Port wiring:
The bar under the picture is 20 microns long.
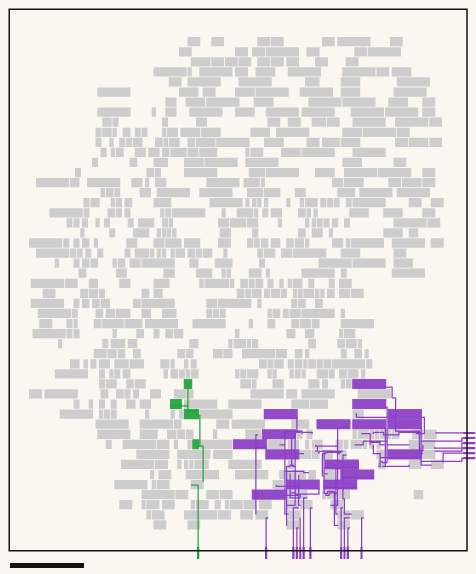
Met3 routing:
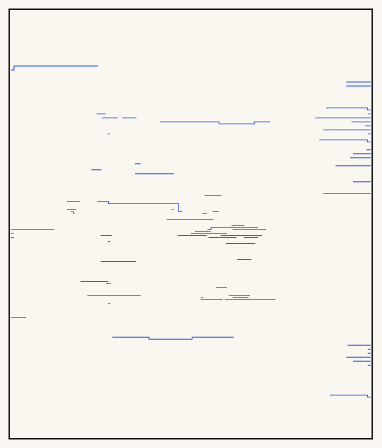
Ports around the boundary:
Pins as bars across the die edge, other pins in grey.
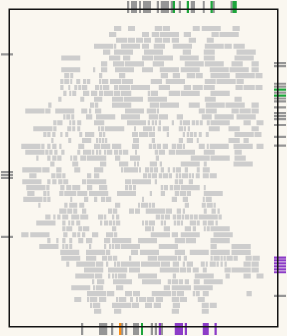
Routing congestion map:
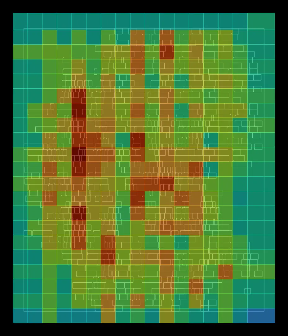
Routed metal, one colour a layer:
Only two layers are drawn.
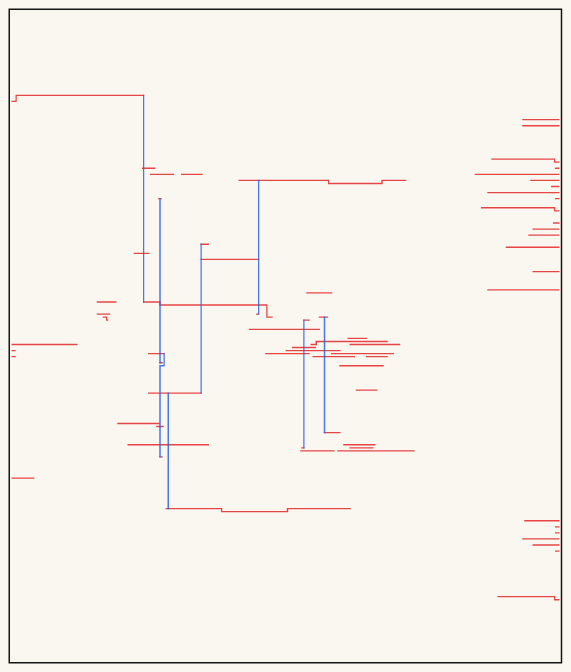
Design hm01b0_capture_ctrl, sky130hd; sources not shown.
==> flow_summary.json <==
{
  "status": "completed",
  "p_switching_uw": 235,
  "initCoreUtil_pct": 39.8,
  "clock_path_buffers": 2,
  "clkPwrFrac_pct": 32.5,
  "combGateArea_sq_mm": 0.00293,
  "drc": 0,
  "cp-start-kind": "input port",
  "drv_slew": 0,
  "openroad.warnings": 34,
  "seqPwrFrac_pct": 56.7,
  "vdd_drop_max_uv": 57.7,
  "grt_pass1_vias": 4573,
  "fin_setup_tns_ns": 0,
  "layout_setup_ws_ns": 6.20,
  "avgViaCountPerCell": 5.41,
  "yosysTopAreaCell": "dfrtp_1",
  "wl_met3_microns": 590,
  "powerDensity_mw_per_mm2": 119,
  "syn_area_sq_mm": 0.00600,
  "edf_count": 0,
  "synthCells": 587,
  "numCtsBuffers": 9,
  "lay_top_cells": "dfrtp_1, clkdlybuf4s50_1, nand2_1",
  "crit_chain": "clkdlybuf4s50_1, nor2b_1, and3_1, o221ai_1, a211oi_2, a21boi_4, buf_4, mux2_2",
  "highest_layer": "met4",
  "cts_tree": "built",
  "async_flop_share_pct": 100,
  "drt-met1-wl_microns": 6250,
  "postCtsSetupRepairBufs": 0,
  "insertion_delay_ns": 0.39,
  "yosys_warnings": 0,
  "r2r_cells": 12,
  "ys_types": 71,
  "p_leak_nw": 3.02,
  "cts_root_buf": "clkbuf_8",
  "swShare_pct": 28.1,
  "post-route-min-period_ns": 3.70,
  "place_ws_ns": 5.75,
  "comb_power_share_pct": 10.8,
  "cpMaxStageDelayCell": "buf_4"
}
About 'port wiring':
Key: frame_count = purple [bits 16, direction output, end cells 16, buffers 16, wire 618 microns]; abort = green [bits 1, direction input, end cells 5, buffers 1, wire 55.4 microns]
# port buffers: 79
# IOs: 80

About 'met3 routing':
The longest straight run is 28.5 microns. 57 nets have wire on it. The layer holds 4.1% of the routed length. The layer carries 591 microns of wire.
GR met3 Demand/Resource: 2.99%
DR vias: 4634
WL final: 14500 microns

About 'ports around the boundary':
Key: frame_count = purple [pins 16, direction output, edge 10 south, 6 east]; abort = orange [pins 1, direction input, edge south]; pixdata = green [pins 8, direction input, edge 5 north, 2 east, 1 south]
All pins by edge: 26 south, 26 north, 23 east, 5 west.
Die H: 146 microns
Die X: 123 microns

About 'routing congestion map':
grt met1 use: 20.7%
gr busiest metal: met2

About 'routed metal, one colour a layer':
Key: met4 = blue [wire length 251 microns]; met3 = red [wire length 591 microns]
All-Layer GR Usage: 16.2%
Wirelength per Cell: 16.9 microns

## power groups by stage
stage,logic (mW),registers (mW),clock network [mW]
global route,0.101,0.477,0.301
CTS,0.0921,0.474,0.285
detailed placement,0.0915,0.483,0
finish,0.0908,0.475,0.272
global placement,0.0902,0.483,0
floorplan,0.0620,0.476,0
## cells in the mapped netlist (4+ instances only)
master	count
a21oi_1	27
a22o_1	6
a31oi_1	8
and2_1	4
and3_1	9
buf_2	5
clkbuf_1	22
dfrtp_1	110
ha_1	14
inv_1	23
mux2_2	4
mux2_4	31
mux2i_1	9
nand2_1	49
nand2b_1	6
nand3_1	27
nand4_1	16
nor2_1	39
nor3_1	14
nor4_1	13
o21ai_0	33
o31ai_1	7
or2_2	4
or3_1	6
or4_1	4
xnor2_1	20
xor2_1	6
## routing by layer
| layer | track usage (%) | vias up |
|---|---|---|
| met2 | 27.6 | 104 |
| met4 | 4.99 | 0 |
| met1 | 20.7 | 2267 |
| met3 | 2.99 | 18 |
| li1 | - | 2245 |
| met5 | 0 | - |
## layout make-up
type,instances,share of cell area (%)
Clock inverter,6,0.816
Sequential cell,110,39.0
Tap cell,204,3.62
Inverter,23,1.22
Timing Repair Buffer,85,11.8
Multi-Input combinational cell,418,41.6
Clock buffer,10,1.95
## cells by family (layout without fill, tap and decap cells)
family	Yosys count	after routing	share of synthesized area [%]
mux	44	44	10.0
flops	110	110	45.8
compound gates	123	123	14.0
buf+inv	59	124	5.33
simple gates	211	211	18.1
xor+xnor	26	26	3.79
fa+ha+maj	14	14	2.92
## per-stage QoR
stage	total power, mW	area, sq um	hold slack [ns]	std cells
floorplan	0.538	6000	0.408	587
global placement	0.573	6860	0.431	840
detailed placement	0.575	6860	0.436	840
CTS	0.851	7050	0.461	856
global route	0.880	7050	0.466	856
finish	0.837	7050	0.467	856
## critical path: cells and delay by family
| family | cells | cell delay [ns] |
|---|---|---|
| buffers and inverters | 2 | 1.07 |
| AOI/OAI and AO/OA | 3 | 0.79 |
| muxes | 1 | 0.40 |
| and+or+nand+nor | 2 | 0.71 |
Power is estimated from default activity; no workload was simulated.
